## src/rtl/game_pkg.sv

```systemverilog
// Shared constants for the register write arbiter slice.
// Contents:
//   DEF_N / DEF_W / DEF_AW  - default requester count, data width, address width
//   ST_IDLE / ST_GRANT / ST_RELEASE - arbiter state encoding
//   idx_width()             - width of an index into N requesters (min 1 bit)
package game_pkg;

  localparam int DEF_N  = 4;
  localparam int DEF_W  = 8;
  localparam int DEF_AW = 4;

  localparam logic [1:0] ST_IDLE    = 2'd0;
  localparam logic [1:0] ST_GRANT   = 2'd1;
  localparam logic [1:0] ST_RELEASE = 2'd2;

  // Index width for n entries; a single requester still needs one bit.
  function automatic int idx_width(input int n);
    return (n > 1) ? $clog2(n) : 1;
  endfunction

endpackage

```

## src/rtl/reg_write_arbiter_if.sv

```systemverilog
// Bus between requesters and the register write arbiter.
// Signals:
//   req      - per-requester level write request, held until granted
//   req_addr - packed addresses, requester i at [i*AW +: AW]
//   req_data - packed data, requester i at [i*W +: W]
//   gnt      - one-hot grant pulse
//   wr_en    - register bank write enable
//   wr_addr  - register bank write address
//   wr_data  - register bank write data
//   busy     - arbiter is not idle
// Modports: master (requester side), slave (arbiter side).
interface reg_write_arbiter_if
  import game_pkg::*;
#(
  parameter int N  = DEF_N,
  parameter int W  = DEF_W,
  parameter int AW = DEF_AW
);

  logic [N-1:0]    req;
  logic [N*AW-1:0] req_addr;
  logic [N*W-1:0]  req_data;
  logic [N-1:0]    gnt;
  logic            wr_en;
  logic [AW-1:0]   wr_addr;
  logic [W-1:0]    wr_data;
  logic            busy;

  modport master (
    output req, req_addr, req_data,
    input  gnt, wr_en, wr_addr, wr_data, busy
  );

  modport slave (
    input  req, req_addr, req_data,
    output gnt, wr_en, wr_addr, wr_data, busy
  );

endinterface

```

## src/rtl/rr_pick.sv

```systemverilog
// Combinational winner selection: scans req starting at ptr_i, wrapping
// from N-1 to 0, and returns the first active requester.
// Ports:
//   req_i    - request vector
//   ptr_i    - index where the scan starts (0 gives lowest-index priority)
//   valid_o  - some request is active
//   idx_o    - winner index
//   onehot_o - winner as a one-hot vector
module rr_pick
  import game_pkg::*;
#(
  parameter int N  = DEF_N,
  parameter int PW = idx_width(N)
) (
  input  logic [N-1:0]  req_i,
  input  logic [PW-1:0] ptr_i,
  output logic          valid_o,
  output logic [PW-1:0] idx_o,
  output logic [N-1:0]  onehot_o
);

  int cand;

  // First active request at or after ptr_i, modulo N.
  always_comb begin
    valid_o  = 1'b0;
    idx_o    = '0;
    onehot_o = '0;
    cand     = 0;
    for (int k = 0; k < N; k++) begin
      cand = (int'(ptr_i) + k) % N;
      if (!valid_o && req_i[cand]) begin
        valid_o = 1'b1;
        idx_o   = PW'(cand);
      end else begin
        valid_o = valid_o;
      end
    end
    if (valid_o) begin
      onehot_o[idx_o] = 1'b1;
    end else begin
      onehot_o = '0;
    end
  end

endmodule

```

## src/rtl/reg_write_arbiter.sv

```systemverilog
// Arbitrates N level-held write requests onto one shared register bank port.
// A transfer walks IDLE -> GRANT -> RELEASE; GRANT drives a one-cycle gnt/wr_en
// pulse, RELEASE waits for the winner to drop its request so a held request
// is never written twice.
// Ports:
//   clk   - clock, rising edge
//   reset - asynchronous active-low reset
//   bus   - reg_write_arbiter_if slave modport (req/addr/data in, gnt/wr_* /busy out)
// Build option: define ARB_ROUND_ROBIN_EN for round-robin selection starting
// after the last winner; otherwise fixed priority, lowest index wins.
module reg_write_arbiter
  import game_pkg::*;
#(
  parameter int N  = DEF_N,
  parameter int W  = DEF_W,
  parameter int AW = DEF_AW
) (
  input logic                clk,
  input logic                reset,
  reg_write_arbiter_if.slave bus
);

  localparam int PW = idx_width(N);

  logic [1:0]    state_q,   state_d;
  logic [PW-1:0] winner_q,  winner_d;
  logic [N-1:0]  gnt_q,     gnt_d;
  logic          wr_en_q,   wr_en_d;
  logic [AW-1:0] wr_addr_q, wr_addr_d;
  logic [W-1:0]  wr_data_q, wr_data_d;

  logic          pick_valid;
  logic [PW-1:0] pick_idx;
  logic [N-1:0]  pick_onehot;
  logic [PW-1:0] pick_ptr;

`ifdef ARB_ROUND_ROBIN_EN
  logic [PW-1:0] ptr_q, ptr_d;
  assign pick_ptr = ptr_q;
`else
  assign pick_ptr = '0;
`endif

  rr_pick #(.N(N), .PW(PW)) u_pick (
    .req_i    (bus.req),
    .ptr_i    (pick_ptr),
    .valid_o  (pick_valid),
    .idx_o    (pick_idx),
    .onehot_o (pick_onehot)
  );

  // Next-state logic; grant outputs are computed here so they are registered.
  always_comb begin
    state_d   = state_q;
    winner_d  = winner_q;
    gnt_d     = '0;
    wr_en_d   = 1'b0;
    wr_addr_d = wr_addr_q;
    wr_data_d = wr_data_q;
`ifdef ARB_ROUND_ROBIN_EN
    ptr_d     = ptr_q;
`endif
    case (state_q)
      ST_IDLE: begin
        if (pick_valid) begin
          state_d   = ST_GRANT;
          winner_d  = pick_idx;
          gnt_d     = pick_onehot;
          wr_en_d   = 1'b1;
          wr_addr_d = bus.req_addr[int'(pick_idx)*AW +: AW];
          wr_data_d = bus.req_data[int'(pick_idx)*W +: W];
`ifdef ARB_ROUND_ROBIN_EN
          ptr_d     = (int'(pick_idx) == N-1) ? '0 : pick_idx + 1'b1;
`endif
        end else begin
          state_d = ST_IDLE;
        end
      end
      ST_GRANT: begin
        state_d = ST_RELEASE;
      end
      ST_RELEASE: begin
        // Only the winner's request matters here; others wait in IDLE.
        if (!bus.req[winner_q]) begin
          state_d = ST_IDLE;
        end else begin
          state_d = ST_RELEASE;
        end
      end
      default: begin
        state_d = ST_IDLE;
      end
    endcase
  end

  // State and output registers.
  always_ff @(posedge clk or negedge reset) begin
    if (!reset) begin
      state_q   <= ST_IDLE;
      winner_q  <= '0;
      gnt_q     <= '0;
      wr_en_q   <= 1'b0;
      wr_addr_q <= '0;
      wr_data_q <= '0;
`ifdef ARB_ROUND_ROBIN_EN
      ptr_q     <= '0;
`endif
    end else begin
      state_q   <= state_d;
      winner_q  <= winner_d;
      gnt_q     <= gnt_d;
      wr_en_q   <= wr_en_d;
      wr_addr_q <= wr_addr_d;
      wr_data_q <= wr_data_d;
`ifdef ARB_ROUND_ROBIN_EN
      ptr_q     <= ptr_d;
`endif
    end
  end

  assign bus.gnt     = gnt_q;
  assign bus.wr_en   = wr_en_q;
  assign bus.wr_addr = wr_addr_q;
  assign bus.wr_data = wr_data_q;
  assign bus.busy    = (state_q != ST_IDLE);

endmodule

```

## src/flat_wrapper.sv

```systemverilog
// flat-port wrapper written by rule: the top's interface ports become plain ports
module reg_write_arbiter_flat import game_pkg::*;
#(
  parameter int N  = DEF_N,
  parameter int W  = DEF_W,
  parameter int AW = DEF_AW
)
  (clk, reset, bus_req, bus_req_addr, bus_req_data, bus_gnt, bus_wr_en, bus_wr_addr, bus_wr_data, bus_busy);
  reg_write_arbiter_if #(.N(N), .W(W), .AW(AW)) bus_i ();
  input logic clk;
  input logic reset;
  input wire logic [$bits(bus_i.req)-1:0] bus_req;
  input wire logic [$bits(bus_i.req_addr)-1:0] bus_req_addr;
  input wire logic [$bits(bus_i.req_data)-1:0] bus_req_data;
  output wire logic [$bits(bus_i.gnt)-1:0] bus_gnt;
  output wire logic [$bits(bus_i.wr_en)-1:0] bus_wr_en;
  output wire logic [$bits(bus_i.wr_addr)-1:0] bus_wr_addr;
  output wire logic [$bits(bus_i.wr_data)-1:0] bus_wr_data;
  output wire logic [$bits(bus_i.busy)-1:0] bus_busy;
  assign bus_i.req = bus_req;
  assign bus_i.req_addr = bus_req_addr;
  assign bus_i.req_data = bus_req_data;
  assign bus_gnt = bus_i.gnt;
  assign bus_wr_en = bus_i.wr_en;
  assign bus_wr_addr = bus_i.wr_addr;
  assign bus_wr_data = bus_i.wr_data;
  assign bus_busy = bus_i.busy;
  reg_write_arbiter #(.N(N), .W(W), .AW(AW)) u_core (.clk(clk), .reset(reset), .bus(bus_i));
endmodule
```

## config.mk

```make
export PLATFORM = sky130hd
export DESIGN_NAME = reg_write_arbiter_flat
export DESIGN_NICKNAME = d
export VERILOG_FILES = /design/src/rtl/game_pkg.sv /design/src/rtl/reg_write_arbiter_if.sv /design/src/rtl/rr_pick.sv /design/src/rtl/reg_write_arbiter.sv /design/src/flat_wrapper.sv
export SDC_FILE = /design/constraint.sdc
export NUM_CORES = 1
export LEC_CHECK = 0
export ABC_CLOCK_PERIOD_IN_PS = 3550
export CAP_MARGIN = 20
export CORE_MARGIN = 1
export CORE_UTILIZATION = 41
export DETAILED_ROUTE_END_ITERATION = 7
export PLACE_DENSITY = 0.84
export SYNTH_ARGS = -nofsm -noshare
export SYNTH_HDL_FRONTEND = slang
export SYNTH_HIERARCHICAL = 1
export SYNTH_SLANG_ARGS = --single-unit
```

## constraint.sdc

```tcl
create_clock -name clk -period 3.55 [get_ports clk]
set_input_delay 0.355 -clock clk [delete_from_list [all_inputs] [get_ports clk]]
set_output_delay 0.355 -clock clk [all_outputs]
set_load 0.01 [all_outputs]
```

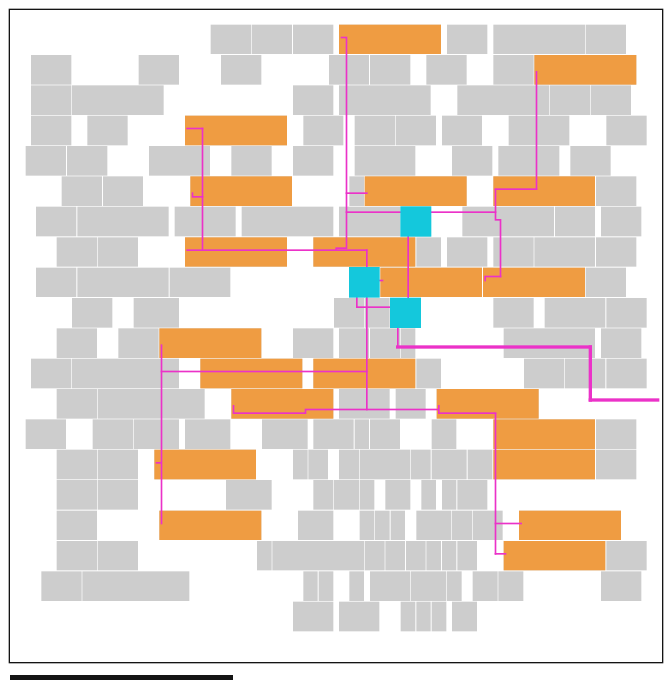
**Above:** routed clock nets over the placement.
Bar = 20 µm.
[clock wires] magenta | length: 226 µm
[clock-net drivers] cyan | count: 3
[flip-flops] orange | count: 21
routed clock nets: 4

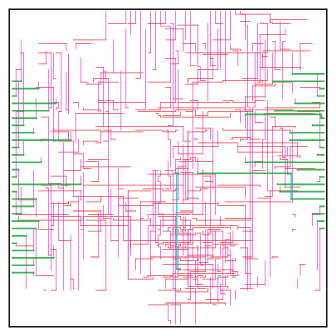
**Above:** metal layers overlaid.
[M4] cyan | wire length: 22.4 µm
[M1] red | wire length: 1170 µm
[M3] green | wire length: 237 µm
[M2] magenta | wire length: 1540 µm

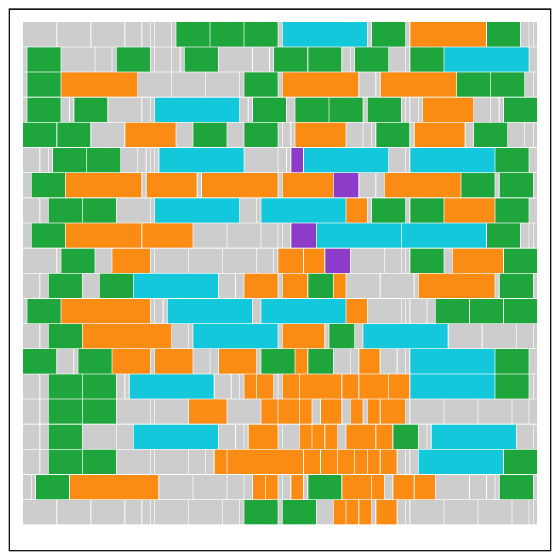
**Above:** placement by cell class.
Fill, decap, tap and diode cells in grey.
[remaining logic cells] orange | cells: 75
[remaining buffers and delay cells] green | cells: 75
[clock drivers and dummy loads] purple | cells: 4
[registers] cyan | cells: 21

==> flow_results.org <==
* Flow results

** Global route
- Global routing usage summed across all routing layers :: 18.30%
- Most heavily used metal layer in global routing :: met2
- Summed over all layers, the global routing overflow is 0.
- The number of global-route vias before repair was 1108.
- Wire length of the first global-routing pass :: 4781 µm
- GR Util met3 :: 3.516%
- Entering global routing, the biggest net connects 22 pins.
- In the global route stage, met1 resource usage came out at 20.31%.

** Logic synthesis
- Number of enable flip-flop cells :: 0
- Register area share after synthesis :: 40.31%
- For reference, XOR and XNOR gates occupy 0% of the area reported after synthesis.
- Area reported by Yosys stat :: 0.001304 mm²
- Cell count listed in synth_stat.txt :: 95
- The post-synth register bit count is 21.
- Warnings, synthesis :: 6
- For reference, compound AND-OR and OR-AND cells occupy 7.582% of the area reported after synthesis.
- Of the total synthesized cell area, the portion taken by AND, OR, NAND and NOR gates is 9.405%.
- Area leader share :: 40.31%
- Share of async-settable or async-resettable flops after synthesis :: 100.0%
- The main area contributors are dfrtp_1 40%, mux4_2 17%, mux2_4 10%.
- The gate-level netlist out of Yosys references 30 unique cell types.
- Per-instance average area after synthesis :: 13.72 µm²
- Summing every instance area after synthesis gives 0.001304 mm².
- Counting every instance in the synthesized netlist gives 95.

** Worst setup path
- CP Data Required Time :: 3730 ps
- STA lists the maximum fanout along the critical path as 13.
- Startpoint kind of the worst setup timing path :: input port
- Chain of cells forming the critical path :: clkdlybuf4s50_1 > nand2b_1 > a21oi_1 > a211oi_2 > buf_4 > mux4_1 > mux2_2
- Number of buffer and inverter instances along the worst setup path :: 2
- Kind of cell with the highest combined delay on the critical path :: buffers and inverters
- Worst reg2reg startpoint :: u_core/state_q[1]$_DFF_PN0_
- The critical path ends at u_core/bus.wr_data[4]$_DFFE_PN0P_.
- The critical path is of the in2reg type.
- Worst path slowest cell :: clkdlybuf4s50_1

** CTS
- # resized after CTS :: 0
- TritonCTS clock tree :: built
- Per the CTS log, the buffer count on the longest clock path is 2.
- Per the CTS log, the maximum H-tree level is 1.
- Insertion delay at the late pin of the worst-skew pair :: 290 ps
- Clock slew seen by the registers of the worst setup and hold paths :: 110 ps
- Num Clock Sinks :: 21
- CTS added clock buffers totalling 3.
- Per the CTS log, the root buffer master is clkbuf_4.
- The number of setup buffers added after CTS is 0.
- Number of buffers inserted by hold repair at cts :: 0

** Floorplanning
- Per the OpenROAD floorplan log, the width of the die is 58.39 µm.
- I/O pin count :: 72
- The die covers 0.003409 mm².
- Core Density at Floorplan :: 43.06%
- The vertical die dimension reported for this design is 58.39 µm.

** Layout
- The net count of the finished layout is 230.
- In the final layout, the share of cells above drive strength 1 is 20.57%.
- Between the synthesized netlist and the finished layout, the area growth was recorded as 62.19%.

** Detailed routing
- Per the detail_route report, routed wire per instance is 13.55 µm.
- Uppermost routed layer :: met4
- Detailed routing inserted a total of 1061 vias.
- Wire length the detailed router placed on met1 :: 1167 µm
- Antenna Nets Post-Route :: 0
- Number of violations reported at the end of detailed-routing iteration 0 :: 15
- Detailed routing placed a total of 1540 µm of wire on met2.
- Drt total wl :: 2967 µm
- Met3 wire length :: 237 µm
- Via-per-instance ratio :: 4.845
- Iteration tally of the first detailed-router pass :: 4

** Place
- Placed wire-length estimate after detailed placement :: 2349 µm
- At the end of routability-driven placement, the weighted congestion stood at 0.7381.
- Number of I/O port buffers :: 71

** Run status
- Status :: finished, final reports clean

** STA
- For reference, the final report shows the max-slew violation count at 0.
- Hold-check failures listed in the final report amount to 0.
- Worst Skew :: 5.481 ps
- The final timing report counts setup violations totalling 0.
- Setup repair after global routing left no endpoint under its margin.
- Min cycle time layout :: 2382 ps
- Derived from the worst setup path, the maximum achievable clock frequency is 419.7 MHz.
- Worst Hold Slack :: 522.4 ps
- Slew at the pin closest to its max-slew limit :: 916.4 ps

** Pwr
- Clock group :: 0.111 mW
- Proportion of power drawn by flip-flops and latches :: 35.3%
- In this run, power in flip-flops and latches comes to 0.412 mW.
- Maximum vdd ir drop :: 0.2848 mV
- The flow reports that combinational logic draws 55.2% of the design power.
- The biggest slice of the total power is consumed by combinational cells.
- In this run the power density over the cells is 552.5 mW/mm².
- The analysis attributes to net switching a power of 0.3484 mW.

** Hold path
- The type recorded for the worst min-delay path is reg2reg.

** Job
- Number of maximum-capacitance constraint violations :: 0
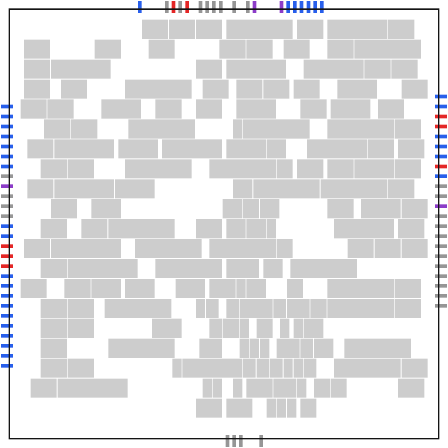
**Above:** I/O pins on the die edge.
Pins as bars across the die edge, other pins in grey.
[bus_wr_addr] purple | pins: 4 | direction: output | edge: 2 top, 1 left, 1 right
[bus_wr_data] red | pins: 8 | direction: output | edge: 3 right, 3 left, 2 top
[bus_req_data] blue | pins: 32 | direction: input | edge: 19 left, 7 top, 6 right
all pins by edge: 27 left, 22 right, 19 top, 4 bottom

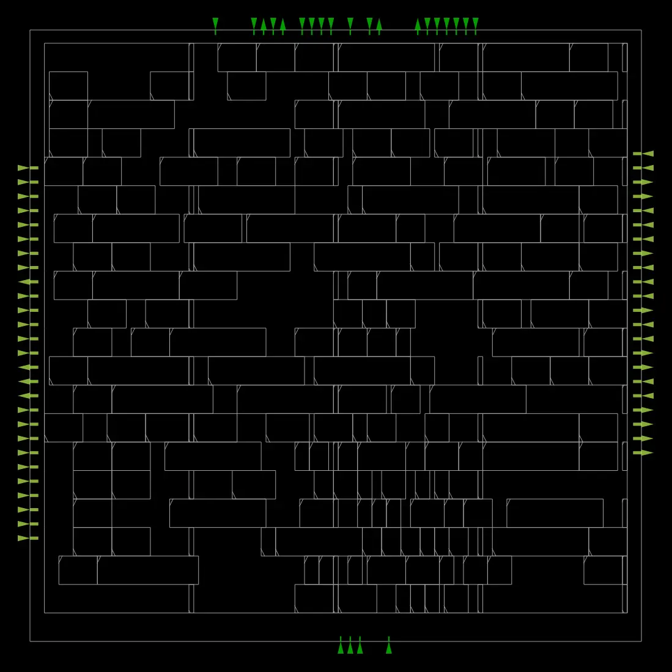
**Above:** cell outlines without signal wires.
number of flip-flops and latches: 21
Core Area: 0.003028 mm²
count of placed standard cells in the final layout, fillers left out: 219
number of placement rows: 20
FILL cells: 211

-- metrics by stage --
stage / area [µm²] / worst slack [ps] / power [mW] / instances / utilization (%)
floorplan: 1330 / 1443 / 0.7671 / 102 / -
global placement: 2088 / 956.2 / 1.047 / 215 / 68.97
detailed placement: 2088 / 862.1 / 1.066 / 215 / 68.97
CTS: 2115 / 1184 / 1.179 / 219 / 69.83
global route: 2115 / 1090 / 1.237 / 219 / 69.83
finish: 2115 / 1168 / 1.168 / 219 / 69.83
-- area by class of cell --
class | instances | area (µm²)
fillers | 211 | 913.4
inverters | 4 | 15.01
multi-input cells | 71 | 752.0
flip-flops and latches | 21 | 525.5
clock buffers | 4 | 26.28
repair buffers | 75 | 740.7
well taps | 44 | 55.05
-- cell usage after synthesis (all sizes together) (2+ instances only) --
master / n
a211oi: 2
a21oi: 5
and2: 4
buf: 6
dfrtp: 21
inv: 4
mux2: 14
mux4: 13
nand2: 2
nand2b: 3
nor2: 5
nor2b: 3
nor3: 2
nor3b: 2
o21ai: 3
-- cells in the final DEF, fill, tap and decap left out, types with 3 or more instances in the layout --
cell type / netlist / routed
conb_1: 1 / 8
mux2_4: 9 / 9
clkbuf_4: 0 / 3
nor2_1: 5 / 5
mux4_1: 3 / 3
inv_1: 4 / 4
mux2_2: 5 / 5
dfrtp_1: 21 / 21
nor2b_1: 3 / 3
a21oi_1: 4 / 4
clkdlybuf4s50_1: 0 / 71
buf_4: 3 / 4
and2_1: 4 / 4
mux4_2: 10 / 10
-- flip-flops by register name (all words and copies together) (netlist names) --
signal	count
u_core/bus.gnt	4
u_core/bus.wr_addr	4
u_core/bus.wr_data	8
u_core/bus.wr_en	1
u_core/state_q	2
u_core/winner_q	2
-- worst register-to-register path: stages (launching register included) --
cell     delay [ps]
dfrtp_1         440
nor3b_2         220
buf_4           230
mux2_2          360
No activity file was given, so power comes from the tool's default toggle rates.
